Figure 1. Congestion heat map (run 1).
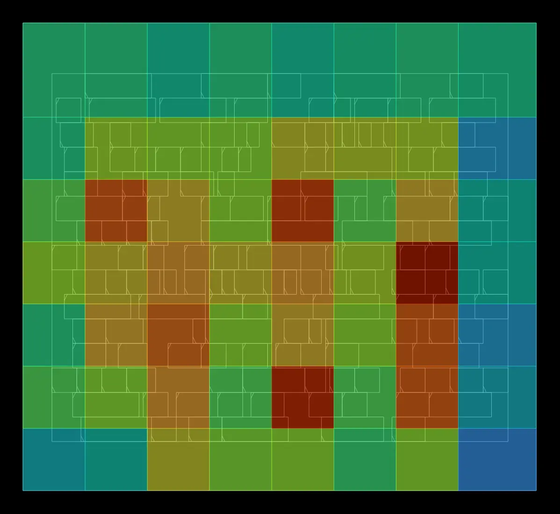
Figure 2. Sequential cells coloured by netlist name (run 1).
Scale bar: 20 µm. Other sequential cells in the stronger grey, the rest of the logic in the fainter grey.
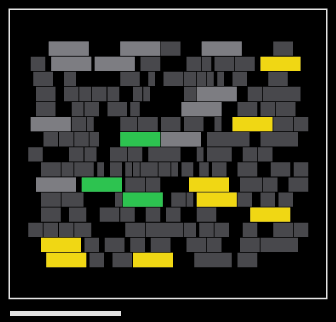
Figure 3. Placed cells, one colour a class (run 1).
Scale bar: 20 µm.
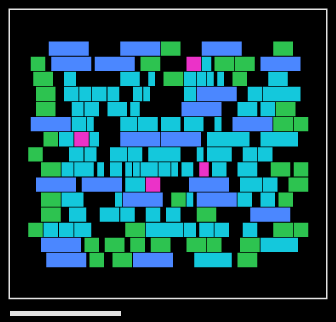
<file path="config.mk">
export PLATFORM = sky130hd
export DESIGN_NAME = prio_encoder_irq
export DESIGN_NICKNAME = d
export VERILOG_FILES = /design/src/rtl/cpu_pkg.sv /design/src/rtl/prio_enc_comb.sv /design/src/rtl/prio_encoder_irq.sv
export SDC_FILE = /design/constraint.sdc
export NUM_CORES = 1
export LEC_CHECK = 0
export ABC_AREA = 0
export CAP_MARGIN = 15
export CORE_ASPECT_RATIO = 0.9
export CORE_MARGIN = 3
export CORE_UTILIZATION = 46
export DETAILED_ROUTE_END_ITERATION = 12
export PLACE_DENSITY = 0.81
export SYNTH_ARGS = -nofsm -noshare
export SYNTH_HDL_FRONTEND = slang
export SYNTH_SLANG_ARGS = --single-unit
</file>
<file path="constraint.sdc">
create_clock -name clk -period 3.4 [get_ports clk]
set_input_delay 0.68 -clock clk [delete_from_list [all_inputs] [get_ports clk]]
set_output_delay 0.68 -clock clk [all_outputs]
set_load 0.1 [all_outputs]
</file>
<file path="src/rtl/cpu_pkg.sv">
// Shared CPU definitions for the interrupt/exception priority path.
package cpu_pkg;

    localparam int unsigned N_IRQ     = 8;
    localparam int unsigned IRQ_IDX_W = 3;

    typedef enum logic {
        IRQ_IDLE    = 1'b0,
        IRQ_PRESENT = 1'b1
    } irq_state_e;

endpackage : cpu_pkg

</file>
<file path="src/rtl/prio_enc_comb.sv">
// Combinational lowest-index-wins priority encoder with an any-set flag.
module prio_enc_comb
    import cpu_pkg::*;
#(
    parameter int unsigned N     = N_IRQ,
    parameter int unsigned IDX_W = IRQ_IDX_W
) (
    input  logic [N-1:0]     req_i,
    output logic [IDX_W-1:0] idx_o,
    output logic             any_o
);

    // Scan from the top down so the lowest set index is the last one written.
    always_comb begin
        idx_o = '0;
        any_o = |req_i;
        for (int i = int'(N) - 1; i >= 0; i--) begin
            if (req_i[i]) begin
                idx_o = IDX_W'(i);
            end
        end
    end

endmodule : prio_enc_comb

</file>
<file path="src/rtl/prio_encoder_irq.sv">
// Sticky request collector that presents the highest-priority eligible
// request as a binary index using a valid/ack handshake.
module prio_encoder_irq
    import cpu_pkg::*;
#(
    parameter int unsigned N_REQ = N_IRQ,
    parameter int unsigned IDX_W = IRQ_IDX_W
) (
    input  logic             clk,
    input  logic             rst_n,
    input  logic             en,
    input  logic [N_REQ-1:0] req,
    input  logic [N_REQ-1:0] mask,
    input  logic             irq_ack,
    output logic             irq_valid,
    output logic [IDX_W-1:0] irq_idx,
    output logic [N_REQ-1:0] irq_onehot,
    output logic [N_REQ-1:0] pending_o
);

    irq_state_e       state_q, state_d;
    logic [N_REQ-1:0] pend_q, pend_d;
    logic [IDX_W-1:0] cur_idx_q, cur_idx_d;
    logic             irq_valid_q, irq_valid_d;
    logic [N_REQ-1:0] onehot_q, onehot_d;

    logic [N_REQ-1:0] elig;
    logic [N_REQ-1:0] clr;
    logic [IDX_W-1:0] enc_idx;
    logic             enc_any;
    logic             ack_acc;

    // Same-cycle requests are eligible, giving one-cycle presentation latency.
    assign elig    = (pend_q | req) & ~mask;
    assign ack_acc = irq_ack & irq_valid_q;

    prio_enc_comb #(
        .N     (N_REQ),
        .IDX_W (IDX_W)
    ) u_enc (
        .req_i (elig),
        .idx_o (enc_idx),
        .any_o (enc_any)
    );

    // Pending update: accepted ack clears the presented bit, a new request on it wins.
    always_comb begin
        clr = '0;
        if (ack_acc) begin
            clr[cur_idx_q] = 1'b1;
        end
        pend_d = (pend_q & ~clr) | req;
    end

    // Presentation FSM: en only gates IDLE->PRESENT; PRESENT holds until ack.
    always_comb begin
        state_d     = state_q;
        cur_idx_d   = cur_idx_q;
        irq_valid_d = irq_valid_q;
        onehot_d    = onehot_q;
        unique case (state_q)
            IRQ_IDLE: begin
                irq_valid_d = 1'b0;
                onehot_d    = '0;
                if (en && enc_any) begin
                    state_d            = IRQ_PRESENT;
                    cur_idx_d          = enc_idx;
                    irq_valid_d        = 1'b1;
                    onehot_d           = '0;
                    onehot_d[enc_idx]  = 1'b1;
                end
            end
            IRQ_PRESENT: begin
                if (irq_ack) begin
                    state_d     = IRQ_IDLE;
                    irq_valid_d = 1'b0;
                    onehot_d    = '0;
                end
            end
            default: begin
                state_d     = IRQ_IDLE;
                irq_valid_d = 1'b0;
                onehot_d    = '0;
            end
        endcase
    end

    // State and output registers with synchronous active-low reset.
    always_ff @(posedge clk) begin
        if (!rst_n) begin
            state_q     <= IRQ_IDLE;
            pend_q      <= '0;
            cur_idx_q   <= '0;
            irq_valid_q <= 1'b0;
            onehot_q    <= '0;
        end else begin
            state_q     <= state_d;
            pend_q      <= pend_d;
            cur_idx_q   <= cur_idx_d;
            irq_valid_q <= irq_valid_d;
            onehot_q    <= onehot_d;
        end
    end

    assign irq_valid  = irq_valid_q;
    assign irq_idx    = cur_idx_q;
    assign irq_onehot = onehot_q;
    assign pending_o  = pend_q;

endmodule : prio_encoder_irq

</file>
==> impl_table.tex, run 1 <==
% Yosys + OpenROAD metrics
\begin{tabular}{lr}
\hline
Metric & Value \\
\hline
\multicolumn{2}{l}{\textbf{Run status}} \\
Result of the run & complete, no violations \\
\multicolumn{2}{l}{\textbf{Timing}} \\
Shortest clock period the worst path allows after layout & 2.49 ns \\
Relative max-transition margin & 35.0\% \\
\multicolumn{2}{l}{\textbf{Critical path}} \\
Buf/Inv on CP & 1 \\
Number of cells on the critical path & 1 \\
\multicolumn{2}{l}{\textbf{Power and ir drop}} \\
Biggest consumer & registers \\
Switching share of power & 38.0\% \\
P\_sw & 0.000229 W \\
\multicolumn{2}{l}{\textbf{Clock tree}} \\
Post-CTS Hold Buffers & 0 \\
Number of buffers created by CTS & 3 \\
\multicolumn{2}{l}{\textbf{Die}} \\
Die y size & 51.9 µm \\
Number of ports placed on the die boundary & 40 \\
\multicolumn{2}{l}{\textbf{Hold path}} \\
Sink of the worst hold path & irq\_onehot[7]\$\_SDFFE\_PN0P\_ \\
\multicolumn{2}{l}{\textbf{GRT}} \\
GRT Total Usage & 19.7\% \\
GR met2 Demand/Resource & 32.9\% \\
\multicolumn{2}{l}{\textbf{Detailed routing}} \\
Count of vias placed by the detailed router & 972 \\
Highest layer used for signal routing & met4 \\
\multicolumn{2}{l}{\textbf{Synthesis}} \\
Synthesized netlist net count & $\sim$120 \\
Fraction of the mapped netlist area in simple logic gates & 15.6\% \\
Ys cells & 103 \\
Cells after Synth & 103 \\
\multicolumn{2}{l}{\textbf{Placed design}} \\
Final weighted congestion in routability-driven placement & 0.805 \\
\multicolumn{2}{l}{\textbf{Final layout}} \\
Top logic cell by instance count in the layout & clkdlybuf4s50\_1 \\
\hline
\end{tabular}
Back to the opening pictures, Figure 1:
wire length per cell: 15.5 µm
Top Usage Layer GRT: met2
final cell utilization of the core: 71.5%

Back to the opening pictures, Figure 2:
- yellow: `pending_o` (flops 8)
- green: `irq_idx` (flops 3)
- not coloured: 10
sequential cell area: 420 µm²
power drawn by the sequential cells: 0.000273 W
sequential portion of the cell area: 28.5%

Back to the opening pictures, Figure 3:
- blue: flip-flops (cells 21)
- cyan: all other logic (cells 79)
- green: other buffers and delay cells (cells 39)
- magenta: clock drivers and dummy loads (cells 4)
Core Box Area: 2060 µm²
Std-Cell Rows: 15
Layout Cell Area excl Fill: 1480 µm²

## run 1: per-stage QoR
step / power (W) / hold WS (ns) / std cells / util [%] / setup WS, ns
after CTS: 0.000608 / 0.463 / 168 / 71.5 / 0.898
after global placement: 0.000482 / 0.437 / 164 / 70.2 / 1.09
after global routing: 0.000634 / 0.496 / 168 / 71.5 / 0.843
final: 0.000602 / 0.457 / 168 / 71.5 / 0.912
after floorplan: 0.000425 / 0.566 / 103 / - / 1.48
after detailed placement: 0.000484 / 0.447 / 164 / 70.2 / 1.04
## run 1: layout make-up
class                      instances  area, µm²
multi-input combinational         79        642
clock inverter                     1       5.00
sequential                        21        420
timing repair buffer              39        355
clock buffer                       3       22.5
fill                             174        588
tap                               25       31.3
Figure 4. Clock network drawn from the DEF (run 1).
Scale bar: 20 µm.
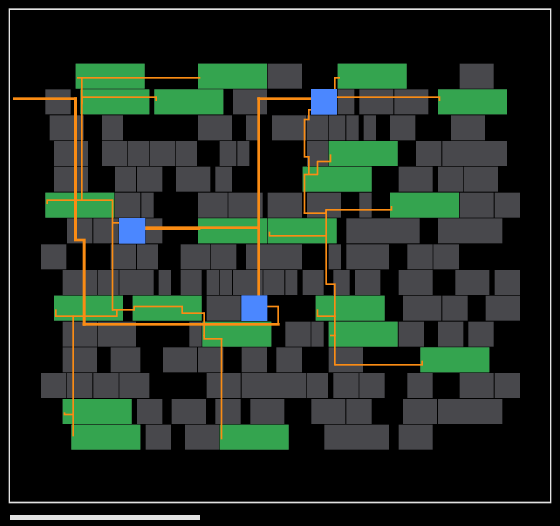

==> inputs of run 2 (changes only) <==
CORE_UTILIZATION = 39   (was 46)
PLACE_DENSITY = 0.73   (was 0.81)
clock period = 2.18 ns   (was 3.4 ns; I/O delays follow)
Figure 5. Clock network drawn from the DEF (run 2).
Scale bar: 20 µm.
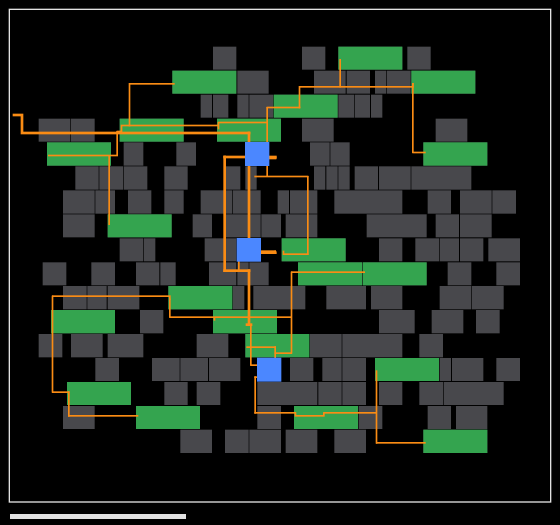
- blue: cells driving clock nets (count 3)
- green: flip-flops (count 21)
- orange: clock wires (length 307 µm)
- routed clock nets: 4
Clock Power Share: 20.8%
Late-Pin Clk Latency: 0.31 ns
final clock skew: 0.00126 ns

Figure 6. Congestion heat map (run 2).
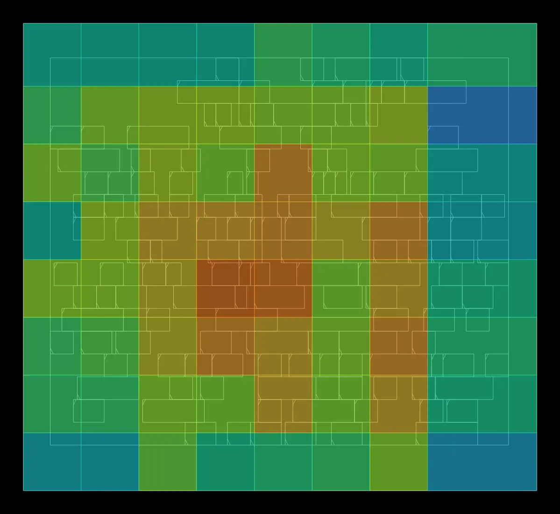
wire length per cell: 15.7 µm
GR met2 Demand/Resource: 26.4%

==> impl_table.tex, run 2 <==
% Yosys + OpenROAD metrics
\begin{tabular}{lr}
\hline
Metric & Value \\
\hline
\multicolumn{2}{l}{\textbf{Run status}} \\
Result of the run & complete, no violations \\
\multicolumn{2}{l}{\textbf{Synthesis}} \\
Cells after Synth & 103 (unchanged) \\
Ys cells & 103 (unchanged) \\
Synthesized netlist net count & 123 (unchanged) \\
Fraction of the mapped netlist area in simple logic gates & 15.6\% (unchanged) \\
\multicolumn{2}{l}{\textbf{Clock tree}} \\
Number of clock sinks & 21 \\
Post-CTS Hold Buffers & 0 (unchanged) \\
Number of buffers created by CTS & 3 (unchanged) \\
\multicolumn{2}{l}{\textbf{GRT}} \\
Top Usage Layer GRT & met2 \\
GRT Total Usage & 16.9\% (-2.8 points) \\
\multicolumn{2}{l}{\textbf{Final layout}} \\
Layout Cell Area excl Fill & 1480 µm² (+0.17\%) \\
Top logic cell by instance count in the layout & buf\_4 \\
Non-filler cells, final & 173 (+3.0\%) \\
Number of filler cells placed in the layout & 225 (+29\%) \\
Final cell utilization of the core & 58.4\% (-13 points) \\
\multicolumn{2}{l}{\textbf{Die}} \\
Number of ports placed on the die boundary & 40 (unchanged) \\
Die y size & 55.8 µm (+7.6\%) \\
Std-Cell Rows & 17 (+2) \\
Core Box Area & 2530 µm² (+23\%) \\
\multicolumn{2}{l}{\textbf{Detailed routing}} \\
Count of vias placed by the detailed router & 987 (+1.5\%) \\
Highest layer used for signal routing & met4 \\
Vias per Instance & between 5 and 6 \\
\multicolumn{2}{l}{\textbf{Placed design}} \\
Cell Count Post-Placement & 169 (+3.0\%) \\
Worst setup timing slack at the placement stage & 0.189 ns (-0.855 ns) \\
Final weighted congestion in routability-driven placement & 0.746 (-7.3\%) \\
\multicolumn{2}{l}{\textbf{Timing}} \\
Shortest clock period the worst path allows after layout & 1.69 ns \\
Min Hold Slack & 0.463 ns (+0.00641 ns) \\
Final setup margin & 0.492 ns (-0.420 ns) \\
\multicolumn{2}{l}{\textbf{Critical path}} \\
Number of cells on the critical path & 5 (+4) \\
Buf/Inv on CP & 1 (unchanged) \\
\multicolumn{2}{l}{\textbf{Power and ir drop}} \\
Biggest consumer & registers \\
P\_sw & 0.000360 W (+57\%) \\
Power drawn by the sequential cells & 0.000427 W (+56\%) \\
Final total power & 0.000946 W (+57\%) \\
\hline
\end{tabular}
[run 2: cell types whose count changed in the layout (fill, tap and decap cells not counted)]
| cell | before | now |
|---|---|---|
| clkinv_2 | 1 | 0 |
| clkbuf_1 | 0 | 1 |
| buf_4 | 14 | 22 |
| clkdlybuf4s50_1 | 25 | 19 |
[run 2: worst paths after layout]
path	endpoint
worst max-delay path	irq_onehot[4]$_SDFFE_PN0P_
worst min register to register	irq_onehot[7]$_SDFFE_PN0P_
worst min-delay path	irq_onehot[7]$_SDFFE_PN0P_
worst max register to register	irq_onehot[4]$_SDFFE_PN0P_
[run 2: final cells by class]
cell class                      count  area (µm²)  share of cell area, %
Sequential cell                    21         420                   28.4
Tap cell                           28        35.0                   2.37
Clock buffer                        4        26.3                   1.78
Multi-Input combinational cell     79         642                   43.4
Timing Repair Buffer               41         355                   24.0
No activity file was given, so power comes from the tool's default toggle rates.
